==> config.mk <==
export PLATFORM = sky130hd
export DESIGN_NAME = encrypt_arbiter_flat
export DESIGN_NICKNAME = d
export VERILOG_FILES = /design/src/rtl/encrypt_arbiter_pkg.sv /design/src/rtl/encrypt_arbiter_if.sv /design/src/rtl/encrypt_arbiter_rr_arbiter2.sv /design/src/rtl/encrypt_arbiter.sv /design/src/flat_wrapper.sv
export SDC_FILE = /design/constraint.sdc
export NUM_CORES = 1
export LEC_CHECK = 0
export CAP_MARGIN = 20
export CORE_MARGIN = 3
export CORE_UTILIZATION = 43
export CTS_CLUSTER_DIAMETER = 50
export DETAILED_ROUTE_END_ITERATION = 10
export PLACE_DENSITY = 0.83
export SLEW_MARGIN = 20
export SYNTH_ARGS = -nofsm -noshare
export SYNTH_HDL_FRONTEND = slang
export SYNTH_SLANG_ARGS = --single-unit
==> constraint.sdc <==
create_clock -name clock -period 2.5 [get_ports clock]
set_clock_uncertainty 0.2 [all_clocks]
set_input_delay 0.5 -clock clock [delete_from_list [all_inputs] [get_ports clock]]
set_output_delay 0.5 -clock clock [all_outputs]
set_load 0.01 [all_outputs]
==> src/rtl/encrypt_arbiter_pkg.sv <==
`default_nettype none
//============================================================================
// Module  : encrypt_arbiter_pkg
// Desc    : Shared types and constants for the ENCRYPT engine arbiter.
// Rev     : 1.0  initial release
//============================================================================
package encrypt_arbiter_pkg;

    // Default datapath width of number, key and result.
    localparam int C_W     = 8;

    // Width of the engine latency counter; covers ENG_LATENCY up to 15.
    localparam int C_LAT_W = 4;

    typedef enum logic [1:0] {
        IDLE = 2'd0,
        BUSY = 2'd1,
        RESP = 2'd2
    } state_t;

endpackage
`default_nettype wire

==> src/rtl/encrypt_arbiter_if.sv <==
`default_nettype none
//============================================================================
// Module  : encrypt_arbiter_if
// Desc    : Request, engine and response signals of the ENCRYPT arbiter.
//           'slave' is the arbiter side, 'master' the surrounding logic.
// Rev     : 1.0  initial release
//============================================================================
interface encrypt_arbiter_if #(
    parameter int W     = encrypt_arbiter_pkg::C_W,
    parameter int CNT_W = 16
);
    logic [1:0]       req_valid;
    logic [1:0]       req_ready;
    logic [W-1:0]     req_number0;
    logic [W-1:0]     req_key0;
    logic [W-1:0]     req_number1;
    logic [W-1:0]     req_key1;
    logic [W-1:0]     eng_number;
    logic [W-1:0]     eng_key;
    logic [W-1:0]     eng_result;
    logic             rsp_valid;
    logic             rsp_ready;
    logic             rsp_id;
    logic [W-1:0]     rsp_data;
    logic             busy;
    logic [CNT_W-1:0] op_count;

    modport slave (
        input  req_valid, req_number0, req_key0, req_number1, req_key1,
        input  eng_result, rsp_ready,
        output req_ready, eng_number, eng_key,
        output rsp_valid, rsp_id, rsp_data, busy, op_count
    );

    modport master (
        output req_valid, req_number0, req_key0, req_number1, req_key1,
        output eng_result, rsp_ready,
        input  req_ready, eng_number, eng_key,
        input  rsp_valid, rsp_id, rsp_data, busy, op_count
    );
endinterface
`default_nettype wire

==> src/rtl/encrypt_arbiter_rr_arbiter2.sv <==
`default_nettype none
//============================================================================
// Module  : encrypt_arbiter_rr_arbiter2
// Desc    : Two-way round-robin grant. The requester named by i_ptr wins
//           when it asks; otherwise the other requester wins if it asks.
// Rev     : 1.0  initial release
//============================================================================
module encrypt_arbiter_rr_arbiter2 (
    input  logic [1:0] i_req,
    input  logic       i_ptr,
    output logic [1:0] o_grant_vec,
    output logic       o_grant_id
);

    // Priority holder first, then the other side; no grant when idle.
    always_comb begin
        o_grant_vec = 2'b00;
        o_grant_id  = i_ptr;
        if (i_req[i_ptr]) begin
            o_grant_vec[i_ptr] = 1'b1;
            o_grant_id         = i_ptr;
        end else if (i_req[~i_ptr]) begin
            o_grant_vec[~i_ptr] = 1'b1;
            o_grant_id          = ~i_ptr;
        end
    end

endmodule
`default_nettype wire

==> src/rtl/encrypt_arbiter.sv <==
`default_nettype none
//============================================================================
// Module  : encrypt_arbiter
// Desc    : Shares one ENCRYPT engine between two requesters. Grants one
//           request at a time (round robin), holds the engine operands for
//           ENG_LATENCY cycles, then offers the result with its requester
//           ID on a back-pressured response channel.
// Rev     : 1.0  initial release
//============================================================================
module encrypt_arbiter
    import encrypt_arbiter_pkg::*;
#(
    parameter int W           = C_W,
    parameter int ENG_LATENCY = 1,
    parameter int CNT_W       = 16
) (
    input  logic             clock,
    input  logic             reset,
    encrypt_arbiter_if.slave bus
);

    localparam logic [C_LAT_W-1:0] C_LAT = C_LAT_W'(ENG_LATENCY);

    state_t             r_state;
    state_t             w_state_nxt;
    logic               r_rr_ptr;
    logic [C_LAT_W-1:0] r_cnt;
    logic               r_id;
    logic [W-1:0]       r_eng_number;
    logic [W-1:0]       r_eng_key;
    logic [W-1:0]       r_rsp_data;
    logic               r_rsp_id;
    logic [CNT_W-1:0]   r_op_count;

    logic [1:0]         w_grant_vec;
    logic               w_grant_id;
    logic [1:0]         w_req_ready;
    logic               w_req_fire;
    logic               w_busy_done;
    logic               w_rsp_fire;

    encrypt_arbiter_rr_arbiter2 u_rr (
        .i_req       (bus.req_valid),
        .i_ptr       (r_rr_ptr),
        .o_grant_vec (w_grant_vec),
        .o_grant_id  (w_grant_id)
    );

    assign w_req_fire  = (r_state == IDLE) && (|bus.req_valid);
    assign w_busy_done = (r_state == BUSY) && (r_cnt == C_LAT_W'(1));
    assign w_rsp_fire  = (r_state == RESP) && bus.rsp_ready;

    // State register.
    always_ff @(posedge clock or negedge reset) begin
        if (!reset) begin
            r_state <= IDLE;
        end else begin
            r_state <= w_state_nxt;
        end
    end

    // Next state and request-ready decode; ready is forced low while in reset.
    always_comb begin
        w_state_nxt = r_state;
        w_req_ready = 2'b00;
        case (r_state)
            IDLE: begin
                w_req_ready = reset ? w_grant_vec : 2'b00;
                if (|bus.req_valid) begin
                    w_state_nxt = BUSY;
                end
            end
            BUSY: begin
                if (r_cnt == C_LAT_W'(1)) begin
                    w_state_nxt = RESP;
                end
            end
            RESP: begin
                if (bus.rsp_ready) begin
                    w_state_nxt = IDLE;
                end
            end
            default: w_state_nxt = IDLE;
        endcase
    end

    // Operand capture on grant, latency countdown, result capture, op counter.
    always_ff @(posedge clock or negedge reset) begin
        if (!reset) begin
            r_rr_ptr     <= 1'b0;
            r_cnt        <= '0;
            r_id         <= 1'b0;
            r_eng_number <= '0;
            r_eng_key    <= '0;
            r_rsp_data   <= '0;
            r_rsp_id     <= 1'b0;
            r_op_count   <= '0;
        end else begin
            if (w_req_fire) begin
                r_eng_number <= w_grant_id ? bus.req_number1 : bus.req_number0;
                r_eng_key    <= w_grant_id ? bus.req_key1    : bus.req_key0;
                r_id         <= w_grant_id;
                r_cnt        <= C_LAT;
                r_rr_ptr     <= ~w_grant_id;
            end else if (r_state == BUSY) begin
                r_cnt <= r_cnt - 1'b1;
            end
            if (w_busy_done) begin
                r_rsp_data <= bus.eng_result;
                r_rsp_id   <= r_id;
            end
            if (w_rsp_fire) begin
                r_op_count <= r_op_count + 1'b1;
            end
        end
    end

    assign bus.req_ready  = w_req_ready;
    assign bus.eng_number = r_eng_number;
    assign bus.eng_key    = r_eng_key;
    assign bus.rsp_valid  = (r_state == RESP);
    assign bus.rsp_id     = r_rsp_id;
    assign bus.rsp_data   = r_rsp_data;
    assign bus.busy       = (r_state != IDLE);
    assign bus.op_count   = r_op_count;

endmodule
`default_nettype wire

==> src/flat_wrapper.sv <==
// flat-port wrapper written by rule: the top's interface ports become plain ports
module encrypt_arbiter_flat import encrypt_arbiter_pkg::*;
#(
    parameter int W           = C_W,
    parameter int ENG_LATENCY = 1,
    parameter int CNT_W       = 16
)
  (clock, reset, bus_req_valid, bus_req_number0, bus_req_key0, bus_req_number1, bus_req_key1, bus_eng_result, bus_rsp_ready, bus_req_ready, bus_eng_number, bus_eng_key, bus_rsp_valid, bus_rsp_id, bus_rsp_data, bus_busy, bus_op_count);
  encrypt_arbiter_if #(.W(W), .CNT_W(CNT_W)) bus_i ();
  input  logic clock;
  input  logic reset;
  input wire logic [$bits(bus_i.req_valid)-1:0] bus_req_valid;
  input wire logic [$bits(bus_i.req_number0)-1:0] bus_req_number0;
  input wire logic [$bits(bus_i.req_key0)-1:0] bus_req_key0;
  input wire logic [$bits(bus_i.req_number1)-1:0] bus_req_number1;
  input wire logic [$bits(bus_i.req_key1)-1:0] bus_req_key1;
  input wire logic [$bits(bus_i.eng_result)-1:0] bus_eng_result;
  input wire logic [$bits(bus_i.rsp_ready)-1:0] bus_rsp_ready;
  output wire logic [$bits(bus_i.req_ready)-1:0] bus_req_ready;
  output wire logic [$bits(bus_i.eng_number)-1:0] bus_eng_number;
  output wire logic [$bits(bus_i.eng_key)-1:0] bus_eng_key;
  output wire logic [$bits(bus_i.rsp_valid)-1:0] bus_rsp_valid;
  output wire logic [$bits(bus_i.rsp_id)-1:0] bus_rsp_id;
  output wire logic [$bits(bus_i.rsp_data)-1:0] bus_rsp_data;
  output wire logic [$bits(bus_i.busy)-1:0] bus_busy;
  output wire logic [$bits(bus_i.op_count)-1:0] bus_op_count;
  assign bus_i.req_valid = bus_req_valid;
  assign bus_i.req_number0 = bus_req_number0;
  assign bus_i.req_key0 = bus_req_key0;
  assign bus_i.req_number1 = bus_req_number1;
  assign bus_i.req_key1 = bus_req_key1;
  assign bus_i.eng_result = bus_eng_result;
  assign bus_i.rsp_ready = bus_rsp_ready;
  assign bus_req_ready = bus_i.req_ready;
  assign bus_eng_number = bus_i.eng_number;
  assign bus_eng_key = bus_i.eng_key;
  assign bus_rsp_valid = bus_i.rsp_valid;
  assign bus_rsp_id = bus_i.rsp_id;
  assign bus_rsp_data = bus_i.rsp_data;
  assign bus_busy = bus_i.busy;
  assign bus_op_count = bus_i.op_count;
  encrypt_arbiter #(.W(W), .ENG_LATENCY(ENG_LATENCY), .CNT_W(CNT_W)) u_core (.clock(clock), .reset(reset), .bus(bus_i));
endmodule
Fig. 1: run 1, met2 routing
(4 px per um)
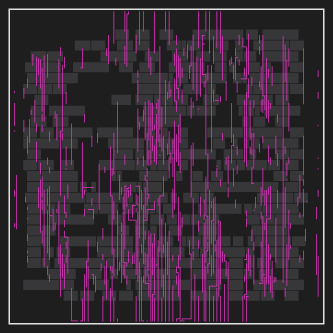
The layer holds 51% of the routed length. The wires run mostly vertical. The longest straight run is 61.5 um. The layer carries 2670 um of wire.
grt met2 use: 29.28%
overall routed net length: 5.236 mm
routed via count: 1825

Fig. 2: run 1, clock distribution
(8 px per um)
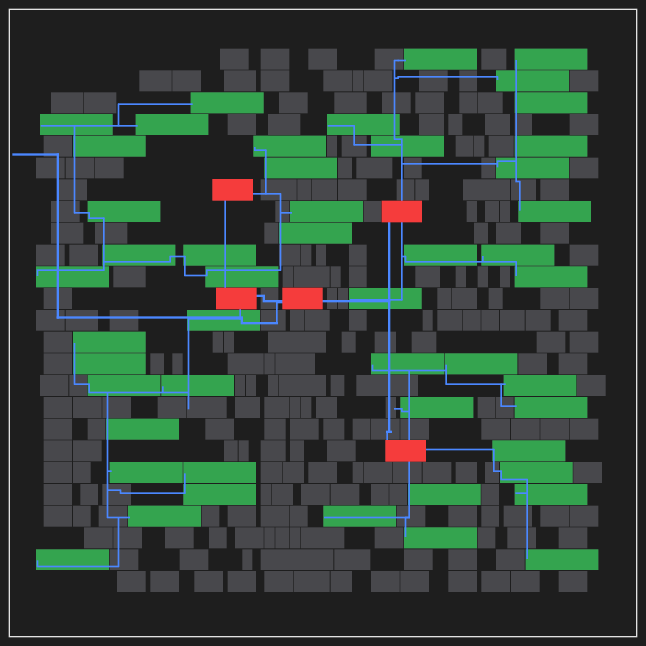
Blue stands for clock wires, length 524 um. Red stands for clock drivers, count 5. Green stands for flip-flops, count 49.
There are 6 routed clock nets.
clock-net power: 0.455 mW
Latency at later pin: 0.29 ns
clock share of power: 12.9%

Fig. 3: run 1, clock routing
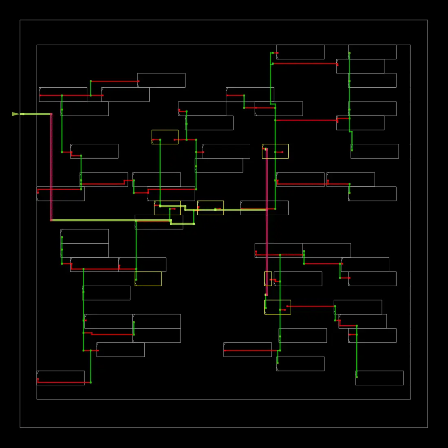
number of CTS-inserted buffers: 5
clkbuf count: 7

==> impl_metrics.json, run 1 <==
{
  "outcome": "finished clean",
  "hp-class": "in -> async",
  "cts_sinks": 49,
  "hold_viol_final": 0,
  "mostFrequentLayoutCell": "clkdlybuf4s50_1",
  "grt_pass1_vias": 1773,
  "grt_max_degree": 50,
  "htreeDepth": 2,
  "power.group.top": "combinational logic",
  "mux_area_share_pct": 5.521,
  "simple_gate_share_pct": 15.95,
  "die_w_um": 78.23,
  "path_delay_family": "buffers and inverters",
  "flop_area_sq_um": 1226,
  "place_congestion": 0.7621,
  "floorplanUtilization_pct": 45.97,
  "cts-hold-fix-buffers": 0,
  "dr.first_iter.drc_count": 81,
  "crit_end": "bus_busy",
  "ys_async_sr_fraction_pct": 100.0,
  "overflow": 0,
  "top_cell_area_share_pct": 54.66,
  "grt_pass1_wl_mm": 8.321,
  "top_logic_kind": "simple AND/OR/NAND/NOR gates",
  "cts_setup_buffers": 0,
  "antenna_found_initial": 0,
  "io_buffers": 89,
  "cp-start-kind": "register",
  "yosys.area.top_type": "dfrtp_1",
  "synth_top_cell_by_count": "dfrtp_1",
  "chipArea_sq_um": 6120,
  "p_sw_mw": 1.196,
  "endpoint_kind": "output port",
  "synthXorXnorAreaFrac_pct": 6.637,
  "crit_cells": 4,
  "path_clk_slew_ns": 0.08,
  "crit_type": "reg -> out",
  "synth-edff-count": 0,
  "syn_nets": 239,
  "seqPwrFrac_pct": 36.5,
  "seq_power_mw": 1.29,
  "synth_flops": 49,
  "postSynthSeqShare_pct": 54.66,
  "viasPerCell": 5.141,
  "slowest_delay_ns": 0.50,
  "core_region_area_sq_um": 4880,
  "wire_per_inst_um": 14.75,
  "drcViolationCount": 0,
  "reg2reg_slack_ns": 0.29,
  "powerDensity_nw_per_um2": 1052,
  "crit_fanout": 19,
  "period_minus_slack_ns": 2.383,
  "nets": 337,
  "reg2reg_to": "u_core.bus.eng_number[1]",
  "r2r_start": "u_core.r_rr_ptr",
  "yosys.cell_types.count": 33,
  "path_cells": "nor2_2, buf_6, inv_1, clkdlybuf4s50_1",
  "final_core_util_pct": 68.69,
  "ctsResizeCount": 5,
  "drv_cap": 0,
  "postSynthCellCount": 190,
  "intPower_mw": 2.331,
  "cts_tree": "done",
  "relSlewSlack_pct": 59.47,
  "crit_buf_inv": 3,
  "synthFlopType": "dfrtp_1",
  "track_usage_pct": 16.93,
  "fp.dieH_um": 78.23,
  "yosys-top-cells-area": "dfrtp_1 55%, a221o_1 7.1%, mux2_2 5.5%",
  "crit_arrival_ns": 1.68,
  "comb_area_sq_um": 953.4,
  "syn_to_final_growth_pct": 49.41,
  "peakVddDrop_uv": 508.7,
  "setup-violations-final": 0,
  "warnings": 28,
  "diodes": 0,
  "rsz0062_at_grt": "false",
  "clockBufferDepth": 2,
  "layout-drive-gt1-share_pct": 12.85,
  "n_fill_cell": 373,
  "compound_area_share_pct": 11.32,
  "dr.pass1.iters": 4,
  "io_pins": 90,
  "timing.final.crit_share_pct": 95.31,
  "ys_cells": 190,
  "setup_tns_ns": 0,
  "fmax_ghz": 0.4197,
  "root_buffer": "clkbuf_8",
  "num_rows": 25,
  "cellLeakagePower_nw": 1.508,
  "syn_avg_cell_area_sq_um": 11.81,
  "pg_comb_mw": 1.78,
  "worstMarginPinSlew_ns": 0.6079,
  "adder_share_pct": 2.231,
  "worstPathRequired_ns": 1.80,
  "swShare_pct": 33.91,
  "p_comb_share_pct": 50.6,
  "hpwl_mm": 3.866,
  "largest_reg_flops": 16,
  "critPathSlowestCell": "clkdlybuf4s50_1",
  "ys_area_sq_um": 2243,
  "common_cells": "49 x dfrtp_1, 17 x and3_1, 16 x a221o_1",
  "antenna_left": 0,
  "yosys_warnings": 0,
  "reg2regPathDepth": 8,
  "syn-cell-area_sq_um": 2243,
  "drv_slew": 0,
  "layout_top_cells": "84 x clkdlybuf4s50_1, 49 x dfrtp_1, 17 x and3_1, 16 x a221o_1, 14 x xnor2_1",
  "startpoint": "u_core.r_state[1]",
  "holdWs_ns": 0.1254
}
-- run 1: through the flow --
stage,cells,power (mW),instance area (sq um),setup slack [ns]
after CTS,355,3.534,3324,-0.02713
after global placement,348,3.016,3244,-0.3291
final,355,3.527,3352,0.1172
after floorplan,190,2.212,2243,0.1148
after detailed placement,348,3.065,3244,-0.3748
after global routing,355,3.758,3352,0.05550
-- run 1: final cells by class --
cell class / instances / share of cell area, %
flip-flops and latches: 49 / 36.58
repair buffers: 99 / 29.12
multi-input cells: 126 / 28.44
clock buffers: 7 / 2.576
well taps: 67 / 2.501
inverters: 7 / 0.7839
-- run 1: per-layer routing --
| layer | wire length, um | GRT usage (%) |
|---|---|---|
| met4 | 70 | 4.720 |
| met2 | 2670 | 29.28 |
| met5 | 0 | 0 |
| met3 | 262 | 3.326 |
| met1 | 2233 | 21.60 |
Fig. 4: run 1, cell classes on the final placement
(4 px per um) Fill, decap, tap and diode cells in grey.
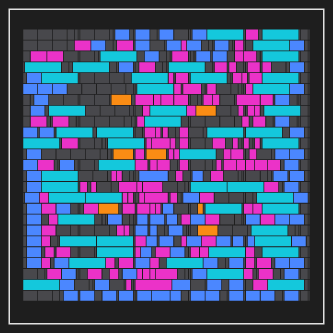

==> run 1 -> run 2 <==
--- a/config.mk
+++ b/config.mk
@@ -6,10 +6,11 @@
 export NUM_CORES = 1
 export LEC_CHECK = 0
 export CAP_MARGIN = 20
-export CORE_MARGIN = 3
+export CORE_MARGIN = 2
 export CORE_UTILIZATION = 43
 export CTS_CLUSTER_DIAMETER = 50
 export DETAILED_ROUTE_END_ITERATION = 10
+export HOLD_SLACK_MARGIN = 0.06
 export PLACE_DENSITY = 0.83
 export SLEW_MARGIN = 20
 export SYNTH_ARGS = -nofsm -noshare
Fig. 5: run 2, cell classes on the final placement
(4 px per um) Fill, decap, tap and diode cells in grey.
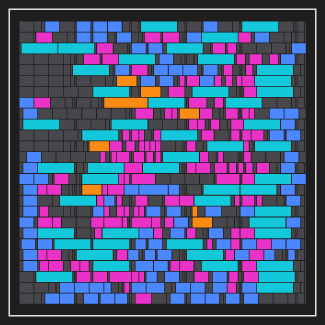
Orange stands for clock drivers and dummy loads, cells 8, share of their area 3.5%. Magenta stands for combinational and other logic, cells 133, share of their area 29%. Cyan stands for sequential cells, cells 49, share of their area 37%. Blue stands for remaining buffers and delay cells, cells 99, share of their area 30%.
post-route cell area: 3374 sq um
core box area: 5075 sq um

==> run 2 against run 1 <==
Core utilization down 2.2 points. Global-route usage grew 0.72 points. Largest power group unchanged. Clock power increased by 26%. Sequential power is essentially flat. Synthesized cell count did not move. Critical path type unchanged. First-iteration DRC count decreased by 26%.
==> impl_metrics.json, run 2 <==
{
  "chipArea_sq_um": 5811,
  "dr_wl_met2_mm": 2.609,
  "htreeDepth": 2,
  "yosys.area.top_type": "dfrtp_1",
  "path_clk_slew_ns": 0.09,
  "power.group.top": "combinational logic",
  "p_total_mw": 3.606,
  "warnings": 28,
  "nets": 337,
  "slowest_delay_ns": 0.51,
  "io_pins": 90,
  "track_usage_pct": 17.65,
  "synthFlopType": "dfrtp_1",
  "num_rows": 26,
  "critPathSlowestCell": "clkdlybuf4s50_1",
  "cts_buffers": 5,
  "adder_share_pct": 2.231,
  "cts_setup_buffers": 0,
  "synth_flops": 49,
  "grt.met2_usage_pct": 31.33,
  "dr.pass1.iters": 4,
  "root_buffer": "clkbuf_8",
  "syn_to_final_growth_pct": 50.42,
  "layout-drive-gt1-share_pct": 13.49,
  "outcome": "finished clean",
  "cp-start-kind": "register",
  "ys_cells": 190,
  "wire_per_inst_um": 14.00,
  "viasPerCell": 4.986,
  "top_logic_kind": "simple AND/OR/NAND/NOR gates",
  "simple_gate_share_pct": 15.95,
  "syn-cell-area_sq_um": 2243,
  "synthXorXnorAreaFrac_pct": 6.637,
  "synth-edff-count": 0,
  "crit_cells": 4,
  "setup_tns_ns": 0,
  "startpoint": "u_core.r_state[1]",
  "p_clk_share_pct": 15.9,
  "grt_most_used_layer": "met2",
  "dpl.cell_count": 351,
  "common_cells": "49 x dfrtp_1, 17 x and3_1, 16 x a221o_1",
  "final_cells": 359,
  "drt-met1-wl_mm": 2.117,
  "swShare_pct": 32.97,
  "diodes": 0,
  "cts_sinks": 49,
  "mux_area_share_pct": 5.521,
  "p_sw_mw": 1.189,
  "postSynthSeqShare_pct": 54.66,
  "yosys-top-cells-area": "dfrtp_1 55%, a221o_1 7.1%, mux2_2 5.5%",
  "ys_area_sq_um": 2243,
  "crit_arrival_ns": 1.67,
  "worstPathRequired_ns": 1.80,
  "ys_async_sr_fraction_pct": 100.0,
  "wl_mm": 5.027,
  "cellLeakagePower_nw": 1.515,
  "compound_area_share_pct": 11.32,
  "floorplanUtilization_pct": 44.21,
  "ctsResizeCount": 6,
  "gr-usage-met3_pct": 4.147,
  "hp-class": "in -> async",
  "hpwl_mm": 3.766,
  "reg2regPathDepth": 6,
  "endpoint_kind": "output port",
  "setup-violations-final": 0,
  "synth_top_cell_by_count": "dfrtp_1",
  "antenna_found_initial": 0,
  "fmax_ghz": 0.4213,
  "relSlewSlack_pct": 59.21,
  "crit_type": "reg -> out",
  "grt_max_degree": 50,
  "antenna_left": 0,
  "peakVddDrop_uv": 620.8,
  "dr.first_iter.drc_count": 60,
  "crit_buf_inv": 3,
  "final_core_util_pct": 66.49,
  "fin_ws_ns": 0.1262,
  "fp.dieH_um": 76.23,
  "powerDensity_nw_per_um2": 1069,
  "postSynthCellCount": 190,
  "top_layer": "met4",
  "yosys.cell_types.count": 33,
  "mostFrequentLayoutCell": "clkdlybuf4s50_1",
  "timing.final.crit_share_pct": 94.95,
  "reg2reg_to": "u_core.bus.eng_key[1]",
  "p_comb_share_pct": 48.3,
  "seqPwrFrac_pct": 35.7,
  "pre_cts_slack_ns": -0.3852,
  "drcViolationCount": 0,
  "place_congestion": 0.9008,
  "syn_avg_cell_area_sq_um": 11.81,
  "routed-wl-met3_um": 252,
  "reg2reg_slack_ns": 0.23,
  "worstMarginPinSlew_ns": 0.6118,
  "hold_viol_final": 0,
  "seq_power_mw": 1.29,
  "powerClk_mw": 0.575,
  "cts_tree": "done",
  "overflow": 0,
  "place_area_sq_um": 3248,
  "intPower_mw": 2.417,
  "io_buffers": 89,
  "die_w_um": 76.23,
  "cts-hold-fix-buffers": 0,
  "path_cells": "nor2_2, buf_6, inv_1, clkdlybuf4s50_1",
  "num_vias": 1790,
  "grt_pass1_vias": 1796,
  "largest_reg_flops": 16,
  "rsz0062_at_grt": "false",
  "grt_pass1_wl_mm": 8.369,
  "syn_nets": 239,
  "drv_cap": 0,
  "drv_slew": 0,
  "clockBufferDepth": 2,
  "path_delay_family": "buffers and inverters",
  "holdWs_ns": 0.1226,
  "top_cell_area_share_pct": 54.66,
  "r2r_start": "u_core.r_rr_ptr",
  "crit_fanout": 19,
  "clock_latency_ns": 0.30,
  "yosys_warnings": 0,
  "grtUsageMet1_pct": 22.17,
  "period_minus_slack_ns": 2.374,
  "pg_comb_mw": 1.74,
  "layout_top_cells": "84 x clkdlybuf4s50_1, 49 x dfrtp_1, 17 x and3_1, 16 x a221o_1, 14 x xnor2_1"
}
run 2: cell counts after synthesis:
No cell type changed its count.
run 2: how the worst max path moves through the flow:
stage	endpoint	slack, ns
6_report	bus_busy	0.13
5_1_grt	bus_busy	0.04
4_1_cts	bus_req_ready[1]	-0.02
3_5_place_dp	bus_req_ready[1]	-0.39
3_3_place_gp	bus_req_ready[1]	-0.33
2_1_floorplan	u_core.bus.eng_key[0]	0.11
run 2: layout make-up:
class / count / area, sq um
fill: 410 / 1700
sequential: 49 / 1226
timing repair buffer: 99 / 975.9
multi-input combinational: 126 / 942.2
tap: 70 / 87.58
clock buffer: 7 / 86.33
clock inverter: 1 / 30.03
inverter: 7 / 26.28
Fig. 6: run 2, clock distribution
(8 px per um)
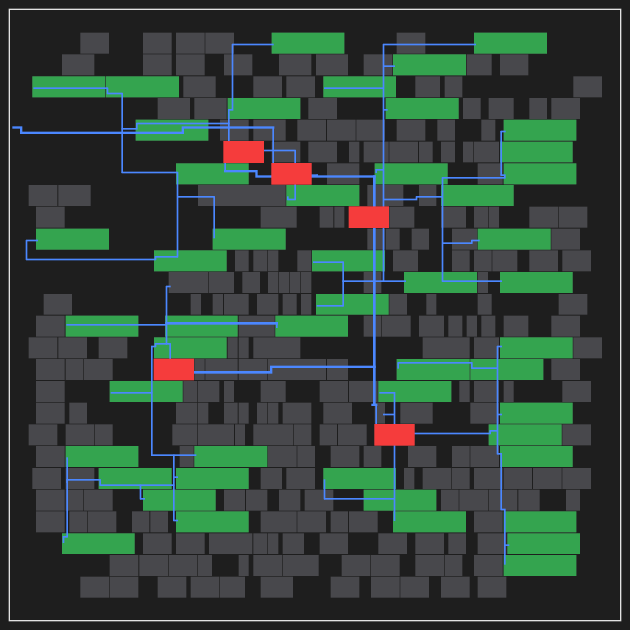

==> run 2 -> run 3 <==
--- a/config.mk
+++ b/config.mk
@@ -12,6 +12,7 @@
 export DETAILED_ROUTE_END_ITERATION = 10
 export HOLD_SLACK_MARGIN = 0.06
 export PLACE_DENSITY = 0.83
+export REMOVE_ABC_BUFFERS = 1
 export SLEW_MARGIN = 20
 export SYNTH_ARGS = -nofsm -noshare
 export SYNTH_HDL_FRONTEND = slang
Fig. 7: run 3, clock distribution
(8 px per um)
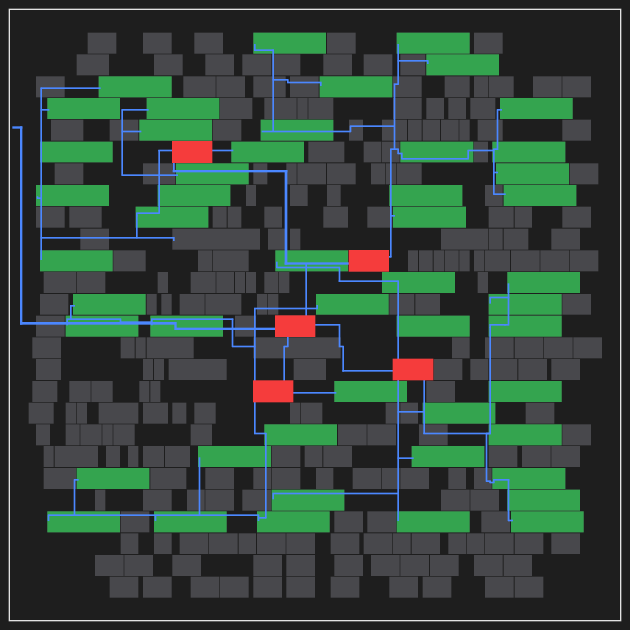
Red stands for clock drivers, count 5. Blue stands for clock wires, length 563 um. Green stands for flip-flops, count 49.
Position of the flops: all over the die.
clock share of power: 17.9%
clock-net power: 0.656 mW

==> run 3 against run 2 <==
Wire length grew 0.74%. Combinational power is essentially flat. Global-route usage grew 0.62 points. Critical path type unchanged.
==> impl_metrics.json, run 3 <==
{
  "flop_area_sq_um": 1226,
  "dpl.cell_count": 350,
  "htreeDepth": 2,
  "diodes": 0,
  "largest_reg_flops": 16,
  "die_w_um": 76.23,
  "p_total_mw": 3.671,
  "path_delay_family": "buffers and inverters",
  "worstPathRequired_ns": 1.80,
  "relSlewSlack_pct": 59.71,
  "chipArea_sq_um": 5811,
  "mostFrequentLayoutCell": "clkdlybuf4s50_1",
  "power.group.top": "combinational logic",
  "grt_max_degree": 50,
  "hpwl_mm": 3.705,
  "ys_async_sr_fraction_pct": 100.0,
  "syn-cell-area_sq_um": 2243,
  "cts-hold-fix-buffers": 0,
  "p_sw_mw": 1.196,
  "pre_cts_slack_ns": -0.3768,
  "buffers_excl_clock": 98,
  "seq_cell_count": 49,
  "comb_area_sq_um": 937.1,
  "reg2reg_slack_ns": 0.23,
  "layout_top_cells": "84 x clkdlybuf4s50_1, 49 x dfrtp_1, 17 x and3_1, 16 x a221o_1",
  "syn_avg_cell_area_sq_um": 11.81,
  "dr.first_iter.drc_count": 93,
  "p_comb_share_pct": 47.1,
  "fp.dieH_um": 76.23,
  "crit_end": "bus_busy",
  "postSynthSeqShare_pct": 54.66,
  "n_fill_cell": 409,
  "synth-edff-count": 0,
  "drv_slew": 0,
  "area_share_clock_buf_inv_pct": 3.970,
  "n_all_inverters": 7,
  "comb_cells": 126,
  "root_buffer": "clkbuf_8",
  "nonClkBufAreaFrac_pct": 28.50,
  "place_area_sq_um": 3241,
  "path_cells": "nor2_1, buf_6, inv_1, clkdlybuf4s50_1",
  "place_congestion": 0.7686,
  "yosys.cell_types.count": 33,
  "ys_cells": 190,
  "wire_per_inst_um": 14.15,
  "top_cell_area_share_pct": 54.66,
  "powerDensity_nw_per_um2": 1089,
  "viasPerCell": 5.084,
  "pg_comb_mw": 1.73,
  "syn_to_final_growth_pct": 50.31,
  "largest_cell_class": "registers",
  "final_core_util_pct": 66.44,
  "cts_sinks": 49,
  "grt_pass1_wl_mm": 8.742,
  "setup_tns_ns": 0,
  "outcome": "finished clean",
  "wl_mm": 5.064,
  "seq_share_pct": 36.36,
  "endpoint_kind": "output port",
  "num_rows": 26,
  "holdWs_ns": 0.1003,
  "io_pins": 90
}
[run 3: cell count changes in the layout (fill, tap and decap cells not counted), sizes merged]
cell	before	now
clkbuf	7	5
dlygate4sd2	1	3
dlymetal6s2s	2	0
buf	12	11
bufinv	1	2
clkinv	0	1
[run 3: cell families (layout without fill, tap and decap cells)]
logic type	after synthesis	count (layout)	synth area share (%)
XOR/XNOR	17	17	6.637
AND/OR/NAND/NOR	65	65	15.95
adder cells (fa/ha/maj)	4	4	2.231
flip-flops	49	49	54.66
AND-OR/OR-AND	29	29	11.32
buffers and inverters	15	113	3.681
multiplexers	11	11	5.522
[run 3: metal layers]
layer	track usage, %	wire length, um	part of all wire (%)	up-vias
met2	30.27	2566	51	53
li1	-	-	-	874
met3	3.318	214	4.2	4
met1	24.65	2246	44	889
met5	0	0	0	-
met4	5.273	36	0.71	0
Power figures rest on the tool's default switching activity, not on a simulated workload.
